### Clock distribution, run 1

Bar = 50 um.
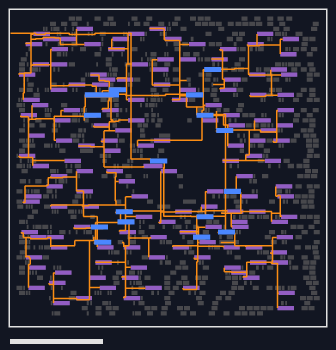
### M2 wires, run 1

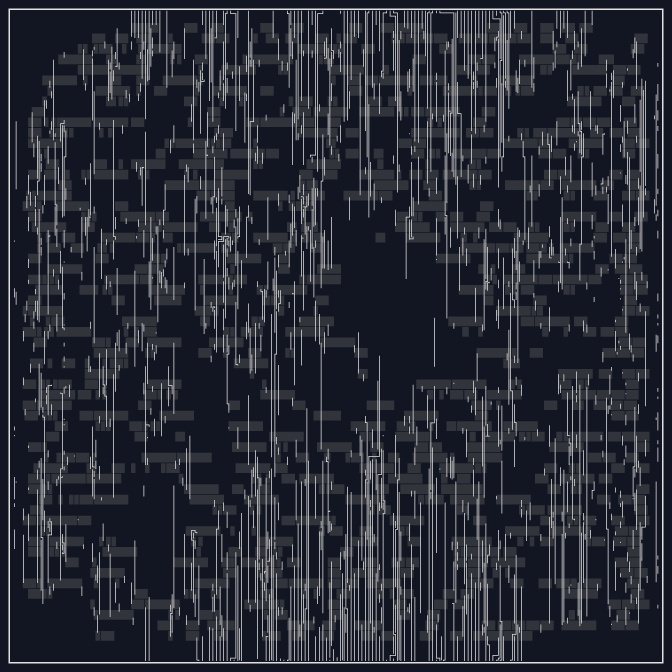
### Placed cells, one colour a class, run 1

Bar = 50 um.
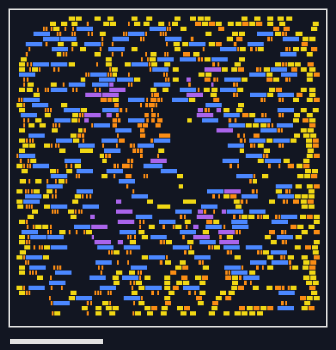
## src/rtl/muldiv_sched_if.sv

```systemverilog
// EX-stage <-> multiply/divide scheduler bundle, including the unit-side handshake.
interface muldiv_sched_if;
  logic        req_valid;
  logic [1:0]  req_op;
  logic [31:0] req_a, req_b;
  logic        pipe_advance, flush;
  logic [31:0] unit_a, unit_b;
  logic        mul_start, mul_unsigned, div_start, div_unsigned;
  logic        mul_done, div_done;
  logic [63:0] mul_result, div_result;
  logic        stall_o;
  logic [63:0] result_o;
  logic        result_valid_o;
  logic        err_o;

  modport slave (
    input  req_valid, req_op, req_a, req_b, pipe_advance, flush,
           mul_done, div_done, mul_result, div_result,
    output unit_a, unit_b, mul_start, mul_unsigned, div_start, div_unsigned,
           stall_o, result_o, result_valid_o, err_o
  );

  modport master (
    output req_valid, req_op, req_a, req_b, pipe_advance, flush,
           mul_done, div_done, mul_result, div_result,
    input  unit_a, unit_b, mul_start, mul_unsigned, div_start, div_unsigned,
           stall_o, result_o, result_valid_o, err_o
  );
endinterface

```

## src/rtl/muldiv_sched.sv

```systemverilog
// MULT/DIV issue scheduler: issues to the mul/div units, stalls EX, drains flushed ops, watchdog.
// Optional MULDIV_DIV0_FAST_EN: divide-by-zero completes in one cycle without using the div unit.
module muldiv_sched #(
  parameter int unsigned MAX_LAT = 64
) (
  input  logic           clk,
  input  logic           rst,
  muldiv_sched_if.slave  bus
);

  localparam int WDW = $clog2(MAX_LAT + 1);

  typedef enum logic [2:0] {IDLE, MUL_WAIT, DIV_WAIT, DONE, DRAIN} state_t;

  state_t          state_q, state_d;
  logic [WDW-1:0]  wd_q, wd_d;
  logic [31:0]     a_q, a_d, b_q, b_d;
  logic            mul_uns_q, mul_uns_d, div_uns_q, div_uns_d;
  logic            mul_start_q, mul_start_d, div_start_q, div_start_d;
  logic            is_div_q, is_div_d;
  logic [63:0]     res_q, res_d;
  logic            rv_q, rv_d;
  logic            err_q, err_d;

  logic            issue, done_m, timeout;

  always_comb begin
    state_d     = state_q;
    wd_d        = wd_q;
    a_d         = a_q;
    b_d         = b_q;
    mul_uns_d   = mul_uns_q;
    div_uns_d   = div_uns_q;
    is_div_d    = is_div_q;
    res_d       = res_q;
    mul_start_d = 1'b0;
    div_start_d = 1'b0;
    err_d       = 1'b0;
    issue       = bus.req_valid & ~bus.flush;
    done_m      = is_div_q ? bus.div_done : bus.mul_done;
    timeout     = (wd_q == WDW'(MAX_LAT - 1));

    case (state_q)
      IDLE: begin
        if (issue) begin
          a_d      = bus.req_a;
          b_d      = bus.req_b;
          wd_d     = '0;
          is_div_d = bus.req_op[1];
          if (bus.req_op[1]) begin
            div_uns_d = bus.req_op[0];
            mul_uns_d = 1'b0;
`ifdef MULDIV_DIV0_FAST_EN
            if (bus.req_b == '0) begin
              state_d = DONE;
              res_d   = {bus.req_a, 32'hFFFF_FFFF};
            end else begin
              div_start_d = 1'b1;
              state_d     = DIV_WAIT;
            end
`else
            div_start_d = 1'b1;
            state_d     = DIV_WAIT;
`endif
          end else begin
            mul_uns_d   = bus.req_op[0];
            div_uns_d   = 1'b0;
            mul_start_d = 1'b1;
            state_d     = MUL_WAIT;
          end
        end
      end
      MUL_WAIT, DIV_WAIT: begin
        wd_d = wd_q + WDW'(1);
        // A done that coincides with the flush belongs to the killed instruction.
        if (done_m) begin
          if (bus.flush) state_d = IDLE;
          else begin
            res_d   = is_div_q ? bus.div_result : bus.mul_result;
            state_d = DONE;
          end
        end else if (timeout) begin
          state_d = IDLE;
          err_d   = 1'b1;
        end else if (bus.flush) begin
          state_d = DRAIN;
        end
      end
      DONE: begin
        if (bus.pipe_advance | bus.flush) state_d = IDLE;
      end
      DRAIN: begin
        wd_d = wd_q + WDW'(1);
        if (done_m) state_d = IDLE;
        else if (timeout) begin
          state_d = IDLE;
          err_d   = 1'b1;
        end
      end
      default: state_d = IDLE;
    endcase

    rv_d = (state_d == DONE);
  end

  always_ff @(posedge clk or negedge rst) begin
    if (!rst) begin
      state_q     <= IDLE;
      wd_q        <= '0;
      a_q         <= '0;
      b_q         <= '0;
      mul_uns_q   <= 1'b0;
      div_uns_q   <= 1'b0;
      mul_start_q <= 1'b0;
      div_start_q <= 1'b0;
      is_div_q    <= 1'b0;
      res_q       <= '0;
      rv_q        <= 1'b0;
      err_q       <= 1'b0;
    end else begin
      state_q     <= state_d;
      wd_q        <= wd_d;
      a_q         <= a_d;
      b_q         <= b_d;
      mul_uns_q   <= mul_uns_d;
      div_uns_q   <= div_uns_d;
      mul_start_q <= mul_start_d;
      div_start_q <= div_start_d;
      is_div_q    <= is_div_d;
      res_q       <= res_d;
      rv_q        <= rv_d;
      err_q       <= err_d;
    end
  end

  assign bus.unit_a         = a_q;
  assign bus.unit_b         = b_q;
  assign bus.mul_start      = mul_start_q;
  assign bus.mul_unsigned   = mul_uns_q;
  assign bus.div_start      = div_start_q;
  assign bus.div_unsigned   = div_uns_q;
  assign bus.result_o       = res_q;
  assign bus.result_valid_o = rv_q;
  assign bus.err_o          = err_q;
  assign bus.stall_o        = bus.req_valid & ~bus.flush & (state_q != DONE);

endmodule

```

## src/flat_wrapper.sv

```systemverilog
// flat-port wrapper written by rule: the top's interface ports become plain ports
module muldiv_sched_flat 
#(
  parameter int unsigned MAX_LAT = 64
)
  (clk, rst, bus_req_valid, bus_req_op, bus_req_a, bus_req_b, bus_pipe_advance, bus_flush, bus_mul_done, bus_div_done, bus_mul_result, bus_div_result, bus_unit_a, bus_unit_b, bus_mul_start, bus_mul_unsigned, bus_div_start, bus_div_unsigned, bus_stall_o, bus_result_o, bus_result_valid_o, bus_err_o);
  muldiv_sched_if bus_i ();
  input  logic clk;
  input  logic rst;
  input wire logic [$bits(bus_i.req_valid)-1:0] bus_req_valid;
  input wire logic [$bits(bus_i.req_op)-1:0] bus_req_op;
  input wire logic [$bits(bus_i.req_a)-1:0] bus_req_a;
  input wire logic [$bits(bus_i.req_b)-1:0] bus_req_b;
  input wire logic [$bits(bus_i.pipe_advance)-1:0] bus_pipe_advance;
  input wire logic [$bits(bus_i.flush)-1:0] bus_flush;
  input wire logic [$bits(bus_i.mul_done)-1:0] bus_mul_done;
  input wire logic [$bits(bus_i.div_done)-1:0] bus_div_done;
  input wire logic [$bits(bus_i.mul_result)-1:0] bus_mul_result;
  input wire logic [$bits(bus_i.div_result)-1:0] bus_div_result;
  output wire logic [$bits(bus_i.unit_a)-1:0] bus_unit_a;
  output wire logic [$bits(bus_i.unit_b)-1:0] bus_unit_b;
  output wire logic [$bits(bus_i.mul_start)-1:0] bus_mul_start;
  output wire logic [$bits(bus_i.mul_unsigned)-1:0] bus_mul_unsigned;
  output wire logic [$bits(bus_i.div_start)-1:0] bus_div_start;
  output wire logic [$bits(bus_i.div_unsigned)-1:0] bus_div_unsigned;
  output wire logic [$bits(bus_i.stall_o)-1:0] bus_stall_o;
  output wire logic [$bits(bus_i.result_o)-1:0] bus_result_o;
  output wire logic [$bits(bus_i.result_valid_o)-1:0] bus_result_valid_o;
  output wire logic [$bits(bus_i.err_o)-1:0] bus_err_o;
  assign bus_i.req_valid = bus_req_valid;
  assign bus_i.req_op = bus_req_op;
  assign bus_i.req_a = bus_req_a;
  assign bus_i.req_b = bus_req_b;
  assign bus_i.pipe_advance = bus_pipe_advance;
  assign bus_i.flush = bus_flush;
  assign bus_i.mul_done = bus_mul_done;
  assign bus_i.div_done = bus_div_done;
  assign bus_i.mul_result = bus_mul_result;
  assign bus_i.div_result = bus_div_result;
  assign bus_unit_a = bus_i.unit_a;
  assign bus_unit_b = bus_i.unit_b;
  assign bus_mul_start = bus_i.mul_start;
  assign bus_mul_unsigned = bus_i.mul_unsigned;
  assign bus_div_start = bus_i.div_start;
  assign bus_div_unsigned = bus_i.div_unsigned;
  assign bus_stall_o = bus_i.stall_o;
  assign bus_result_o = bus_i.result_o;
  assign bus_result_valid_o = bus_i.result_valid_o;
  assign bus_err_o = bus_i.err_o;
  muldiv_sched #(.MAX_LAT(MAX_LAT)) u_core (.clk(clk), .rst(rst), .bus(bus_i));
endmodule
```

## config.mk

```make
export PLATFORM = sky130hd
export DESIGN_NAME = muldiv_sched_flat
export DESIGN_NICKNAME = d
export VERILOG_FILES = /design/src/rtl/muldiv_sched_if.sv /design/src/rtl/muldiv_sched.sv /design/src/flat_wrapper.sv
export SDC_FILE = /design/constraint.sdc
export NUM_CORES = 1
export LEC_CHECK = 0
export CAP_MARGIN = 20
export CELL_PAD_IN_SITES_DETAIL_PLACEMENT = 0
export CELL_PAD_IN_SITES_GLOBAL_PLACEMENT = 2
export CORE_MARGIN = 3
export CORE_UTILIZATION = 23
export DETAILED_ROUTE_END_ITERATION = 16
export HOLD_SLACK_MARGIN = 0.03
export PLACE_DENSITY_LB_ADDON = 0.1
export SYNTH_ARGS = -nofsm -noshare
export SYNTH_HDL_FRONTEND = slang
export SYNTH_SLANG_ARGS = --single-unit
```

## constraint.sdc

```tcl
create_clock -name clk -period 3.4 [get_ports clk]
set_clock_uncertainty 0.2 [all_clocks]
set_input_delay 0.51 -clock clk [delete_from_list [all_inputs] [get_ports clk]]
set_output_delay 0.51 -clock clk [all_outputs]
set_load 0.03 [all_outputs]
```

==> impl_metrics.tcl, run 1 <==
# place-and-route summary
set metrics [dict create \
    xor_share 0.00286 \
    die_width_um 169 \
    switching_share 0.426 \
    slowest_stage "clkdlybuf4s50_1" \
    dp.cells 1278 \
    fin_crit_ns 2.66 \
    adder_share 0.00204 \
    ys_area_sq_um 6130 \
    area_leaders "dfrtp_1, nand2_1, mux2i_1" \
    area_delta_synth_final_pct 70.2 \
    critPathKind "in2out" \
    grt_pass1_vias 5361 \
    dp_hpwl_um 16100 \
    fmax_mhz 376 \
    cts_tree "done" \
    setup_viol 0 \
    endpoint_kind "output pin" \
    whs_ns 0.269 \
    grt-ovfl-total 0 \
    chipArea_sq_um 28600 \
    wl_met1_um 8990 \
    slew_violations 0 \
    drc 0 \
    ys_cells 634 \
    most_common_cell "nand2_1" \
    drive_gt1_frac 0.0512 \
    antenna_cells 0 \
    via_per_inst 4.12 \
    drt_iter0_markers 252 \
    ys_ff 145 \
    cts_root_buffer "clkbuf_16" \
    fin_cells 1311 \
    status "finished clean" \
    worstPathCellList "clkdlybuf4s50_1, inv_1, o211a_1, clkdlybuf4s50_1" \
    cap_violations 0 \
]
-- 'Clock distribution' (at the start) --
clock wires -> orange  # length 2270 um
flip-flops -> purple  # count 145
cells driving clock nets -> blue  # count 17
flops lie = all over the die
clk_lat worst skew: 0.42 ns
Clock power frac: 0.189

-- 'M2 wires' (at the start) --
share of all routed wire = 47%
nets with wire on the layer = 909
main direction = vertical
wire length on this layer = 10000 um
Routed WL: 21500 um
Vias: 5404
met2 Resource Use GR: 0.233

-- 'Placed cells, one colour a class' (at the start) --
other buffers and delay cells -> yellow  # cells 349, share of their area 35%
clock drivers and dummy loads -> purple  # cells 32, share of their area 5.6%
flip-flops -> blue  # cells 145, share of their area 36%
all other logic -> orange  # cells 450, share of their area 23%
cell row count: 59
post-route cell area: 10400 sq um

## run 1: state kept, by name (all words and copies together), names as in the netlist, 3 cells and up
| register | count |
|---|---|
| u_core.state_q | 3 |
| u_core.bus.unit_a | 32 |
| u_core.wd_q | 7 |
| u_core.bus.unit_b | 32 |
| u_core.bus.result_o | 64 |
## run 1: area by class of cell
cell class,instances,area [sq um]
fillers,2623,15700
flip-flops and latches,145,3630
repair buffers,349,3500
multi-input cells,446,2300
clock buffers,19,433
well taps,335,419
clock inverters,13,128
inverters,4,15.0
## run 1: per-layer routing
metal  vias up  GRT usage
li1       2724          -
met1      2463      0.178
met2       199      0.233
met3        16     0.0659
met4         2     0.0359
met5         -          0
## run 1: placed cells by master, fill, tap and decap left out, drive strengths merged, types with 3 or more instances in the layout
cell type	count
buf	14
clkbuf	19
clkdlybuf4s50	334
clkinvlp	6
dfrtp	145
inv	9
mux2i	66
nand2	271
nand3	13
nor2	5
nor3	3
o21ai	68
## run 1: per-stage QoR
stage / cell area (sq um) / util / worst slack (ns) / power (W)
floorplan: 6130 / - / 1.72 / 0.00566
global placement: 9860 / 0.377 / 0.735 / 0.00789
detailed placement: 9860 / 0.377 / 0.730 / 0.00791
CTS: 10400 / 0.399 / 0.725 / 0.00979
global route: 10400 / 0.399 / 0.670 / 0.0102
finish: 10400 / 0.399 / 0.744 / 0.00960
## run 1: repair_timing
item	4_1_cts	5_1_grt
setup buffers	0	0
hold endpoints to repair	61	0
hold buffers	1	0
## run 1: power by group through the flow
stage	clock (W)	combinational (W)	sequential, W
3_3_place_gp	0	0.00494	0.00295
6_report	0.00181	0.00485	0.00293
3_5_place_dp	0	0.00494	0.00297
5_1_grt	0.00196	0.00520	0.00304
4_1_cts	0.00190	0.00494	0.00295
2_1_floorplan	0	0.00135	0.00431
## run 1: worst max-delay path: cells and delay by family
family	cells	cell delay, ns
buffers and inverters	3	1.29
AND-OR/OR-AND	1	0.14
## run 1: worst paths after layout
check | depth (start not counted) | slack [ns] | endpoint | start
min in group asynchronous | 2 | 0.44 | u_core.bus.result_o[8] | rst
setup reg to reg | 4 | 1.13 | u_core.bus.result_o[3] | u_core.is_div_q
max in group asynchronous | 3 | 1.72 | u_core.bus.result_o[23] | rst
setup / recovery | 4 | 0.74 | bus_stall_o | bus_flush
hold / removal | 2 | 0.27 | u_core.bus.unit_a[5] | u_core.bus.unit_a[5]
hold reg to reg | 2 | 0.27 | u_core.bus.unit_a[5] | u_core.bus.unit_a[5]
## run 1: cells by family (layout without fill, tap and decap cells)
logic type               count (synthesis)  after routing
XOR/XNOR                                 2              2
flip-flops                             145            145
AND/OR/NAND/NOR                        300            300
AND-OR/OR-AND                           76             76
buffers and inverters                   43            385
adder cells (fa/ha/maj)                  1              1
multiplexers                            67             67
### Placed standard cells, run 1

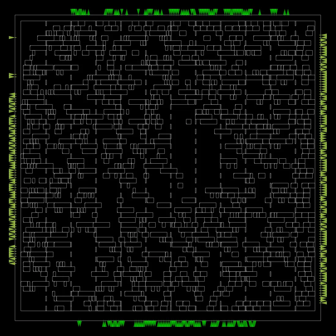

--- run 2 (diff from run 1) ---
CORE_UTILIZATION = 19   (was 23)
clock period = 2.3 ns   (was 3.4 ns; I/O delays follow)
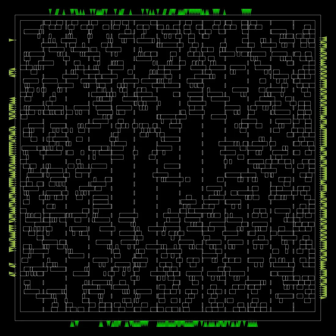
*Placed standard cells, run 2*
Fillers: 3271
non-filler instance count after layout: 1376
flop share of the area: 0.341
# Taps: 402
Core Footprint: 31600 sq um

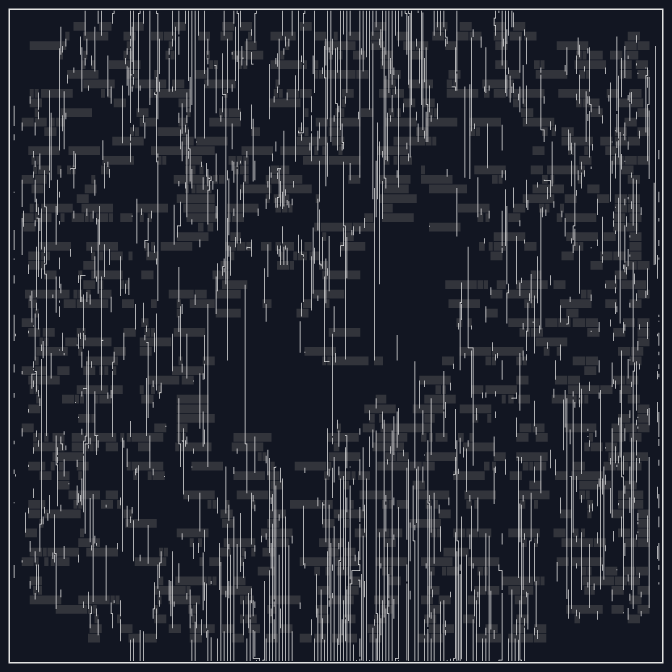
*M2 wires, run 2*
wire length on this layer = 10300 um
share of all routed wire = 46%
longest straight run = 67.7 um
Routed WL: 22500 um
Vias: 5368
met2 Resource Use GR: 0.207

==> run 2 against run 1 <==
Compared with the run above: worst setup slack worse by 0.50 ns; via count is 0.67% lower; design area rose by 2.3%; combinational power rose by about 50%; largest cell class unchanged.
==> impl_metrics.tcl, run 2 <==
# place-and-route summary
set metrics [dict create \
    fin_total_pwr_w 0.0148 \
    largest_reg_flops 64 \
    grt_pass1_vias 5557 \
    endpoint_kind "output pin" \
    most_common_cell "nand2_1" \
    drive_gt1_frac 0.0504 \
    die_width_um 186 \
    setup_viol 0 \
    cts_root_buffer "clkbuf_16" \
    ys_ff 145 \
    mostFrequentLayoutCell "clkdlybuf4s50_1" \
    postLayoutCellArea_sq_um 10700 \
    post_cts_buffers 0 \
    fmax_mhz 487 \
    ys_cells 634 \
    via_per_inst 3.90 \
    clk_latency_ns 0.41 \
    drt_iter0_markers 141 \
    status "finished clean" \
    ys_area_sq_um 6130 \
    area_delta_synth_final_pct 74.1 \
    fin_util 0.337 \
    cts_tree "done" \
    clkPwrFrac 0.217 \
    area_leaders "dfrtp_1, nand2_1, mux2i_1" \
    grt-ovfl-total 0 \
    final_cell_mix "clkdlybuf4s50_1, nand2_1, dfrtp_1" \
    dpl_cell_area_sq_um 9990 \
    cap_violations 0 \
]
## run 2: cell families (layout without fill, tap and decap cells)
family          Yosys count  count (layout)  synth area share
flops                   145             145             0.592
xor+xnor                  2               2           0.00286
mux                      67              67             0.110
compound gates           76              76            0.0666
simple gates            300             300             0.192
other cells               0               1                 0
fa+ha+maj                 1               1           0.00204
buf+inv                  43             382            0.0345
## run 2: timing repair
action,CTS,global route
endpoints found under the hold margin,120,0
hold buffers,1,0
gates resized,0,0
## run 2: critical path: stages (launching register included)
cell      delay, ns
dfrtp_1        0.46
nand2b_1       0.23
o211a_1        0.23
buf_4          0.17
## run 2: stage by stage
step           worst slack, ns  hold WS (ns)  cells
2_1_floorplan            0.682        -0.151    634
3_3_place_gp             0.271        0.0723   1344
3_5_place_dp             0.246        0.0712   1344
4_1_cts                  0.210         0.191   1375
5_1_grt                  0.133         0.224   1375
6_report                 0.246         0.198   1376
## run 2: final timing paths
path	startpoint	endpoint	slack, ns	cells past startpoint
hold reg to reg	u_core.bus.div_unsigned	u_core.bus.div_unsigned	0.27	2
min in group clk	bus_req_b[5]	u_core.bus.unit_b[5]	0.25	3
setup / recovery	u_core.state_q[2]	bus_stall_o	0.25	3
hold / removal	rst	u_core.bus.result_o[15]	0.20	2
max in group asynchronous	rst	u_core.bus.result_o[28]	1.07	3
setup reg to reg	u_core.is_div_q	u_core.bus.result_o[11]	0.51	4
## run 2: power groups by stage
stage	logic, W	registers [W]	clock network, W
finish	0.00727	0.00430	0.00321
global route	0.00787	0.00447	0.00343
CTS	0.00745	0.00432	0.00335
detailed placement	0.00744	0.00435	0
global placement	0.00745	0.00433	0
floorplan	0.00200	0.00637	0
## run 2: layout make-up
class                   count  area [sq um]
diodes                      1          2.50
repair buffers            348          3550
inverters                   4          15.0
well taps                 402           503
clock inverters            12           231
multi-input cells         446          2300
clock buffers              18           429
fillers                  3271         21000
flip-flops and latches    145          3630
## run 2: routing by layer
layer	up-vias	global-route usage	part of all wire
met1	2440	0.153	0.42
met5	-	0	0
met2	208	0.207	0.46
met4	0	0.0268	0.0057
li1	2712	-	-
met3	8	0.0610	0.11
--- run 3 (diff from run 2) ---
SLEW_MARGIN = 20   (was unset)
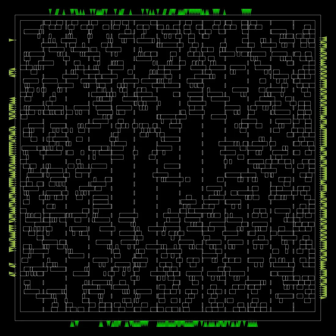
*Placed standard cells, run 3*
sequential cells: 145
fin util: 0.337
cell row count: 65

==> run 3 against run 2 <==
Compared with the run above: core utilization is the same; via count stayed put; sequential power barely moved; register-to-register slack is essentially flat; clock power about the same; design area stayed put; global-route usage unchanged.
==> impl_metrics.tcl, run 3 <==
# place-and-route summary
set metrics [dict create \
    status "finished clean" \
    slowest_delay_ns 0.46 \
    largest_reg_flops 64 \
    postRouteWirelength_um 22500 \
    grt_pass1_vias 5557 \
    core_sq_um 31600 \
    cap_violations 0 \
    final_cell_mix "clkdlybuf4s50_1, nand2_1, dfrtp_1" \
    ys_area_sq_um 6130 \
    mostFrequentLayoutCell "clkdlybuf4s50_1" \
    cts_tree "done" \
    worstPathCellList "nand2b_1, o211a_1, buf_4" \
    drive_gt1_frac 0.0504 \
    area_delta_synth_final_pct 74.1 \
    register_area_sq_um 3630 \
    ys_cells 634 \
    clk_latency_ns 0.41 \
    fmax_mhz 487 \
    grt-ovfl-total 0 \
    most_common_cell "nand2_1" \
    adder_share 0.00204 \
    ys_seq_frac 0.592 \
    setup_viol 0 \
    cts_root_buffer "clkbuf_16" \
    simple_gate_share 0.192 \
    endpoint_kind "output pin" \
    drt_iter0_markers 141 \
    fillers 3271 \
    ys_sh_mux 0.110 \
    combGateArea_sq_um 2300 \
    ys_ff 145 \
    via_per_inst 3.90 \
    cp.arrival_ns 1.51 \
    yosys.area.top_type_share 0.592 \
    worst_slew_pin_slew_ns 0.431 \
    area_leaders "dfrtp_1, nand2_1, mux2i_1" \
    dpl_cell_area_sq_um 9990 \
    logic_family "simple AND/OR/NAND/NOR gates" \
    slowest_stage "dfrtp_1" \
    die_width_um 186 \
    whs_ns 0.198 \
]
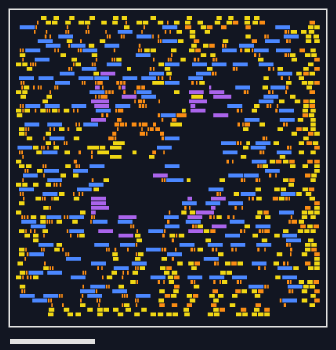
*Placed cells, one colour a class, run 3*
Bar = 50 um.
other buffers and delay cells -> yellow  # cells 348, share of their area 35%
all other logic -> orange  # cells 450, share of their area 23%
flip-flops -> blue  # cells 145, share of their area 36%
clock drivers and dummy loads -> purple  # cells 30, share of their area 6.5%
post-route cell area: 10700 sq um

==> run 3: cell counts after synthesis <==
Identical to the previous run, type by type.
==> run 3: area by class of cell <==
cell class	count	share of cell area
repair buffers	348	0.333
flip-flops and latches	145	0.341
diodes	1	0.000235
clock buffers	18	0.0402
well taps	402	0.0472
multi-input cells	446	0.216
inverters	4	0.00141
clock inverters	12	0.0217
==> run 3: routing by layer <==
metal,global-route usage,share of wire,up-vias
met5,0,0,-
met4,0.0268,0.0057,0
met3,0.0610,0.11,8
met2,0.207,0.46,208
met1,0.153,0.42,2440
li1,-,-,2712
==> run 3: stage by stage <==
| step | cells | total power, W | worst slack (ns) | util |
|---|---|---|---|---|
| floorplan | 634 | 0.00837 | 0.682 | - |
| global placement | 1344 | 0.0118 | 0.271 | 0.316 |
| detailed placement | 1344 | 0.0118 | 0.246 | 0.316 |
| CTS | 1375 | 0.0151 | 0.210 | 0.337 |
| global route | 1375 | 0.0158 | 0.133 | 0.337 |
| finish | 1376 | 0.0148 | 0.246 | 0.337 |
==> run 3: logic make-up (layout without fill, tap and decap cells) <==
group | Yosys count | in the layout
mux | 67 | 67
simple gates | 300 | 300
fa+ha+maj | 1 | 1
buf+inv | 43 | 382
compound gates | 76 | 76
flops | 145 | 145
other cells | 0 | 1
xor+xnor | 2 | 2
==> run 3: worst paths after layout <==
path / endpoint / startpoint / cells after the start / slack (ns)
worst max-delay path: bus_stall_o / u_core.state_q[2] / 3 / 0.25
worst min-delay path: u_core.bus.result_o[15] / rst / 2 / 0.20
worst max register to register: u_core.bus.result_o[11] / u_core.is_div_q / 4 / 0.51
worst min register to register: u_core.bus.div_unsigned / u_core.bus.div_unsigned / 2 / 0.27
max in group asynchronous: u_core.bus.result_o[28] / rst / 3 / 1.07
min in group clk: u_core.bus.unit_b[5] / bus_req_b[5] / 3 / 0.25
==> run 3: worst max-delay path, delay by kind of cell (launching register included) <==
family	cells	cell delay, ns
simple gates	1	0.23
buf+inv	1	0.17
compound gates	1	0.23
flops	1	0.46
==> run 3: power breakdown <==
| group | internal, W | total, W | leakage (nW) | switching [W] |
|---|---|---|---|---|
| clock | 0.00204 | 0.00321 | 0.317 | 0.00117 |
| combinational | 0.00300 | 0.00727 | 2.66 | 0.00427 |
| sequential | 0.00368 | 0.00430 | 1.83 | 0.000617 |
==> run 3: timing repair <==
action / CTS / global route
hold buffers: 1 / 0
setup buffers: 0 / 0
endpoints found under the hold margin: 120 / 0
setup endpoints to repair: 0 / 0
resized: 0 / 0
Power and IR drop assume default switching activity.
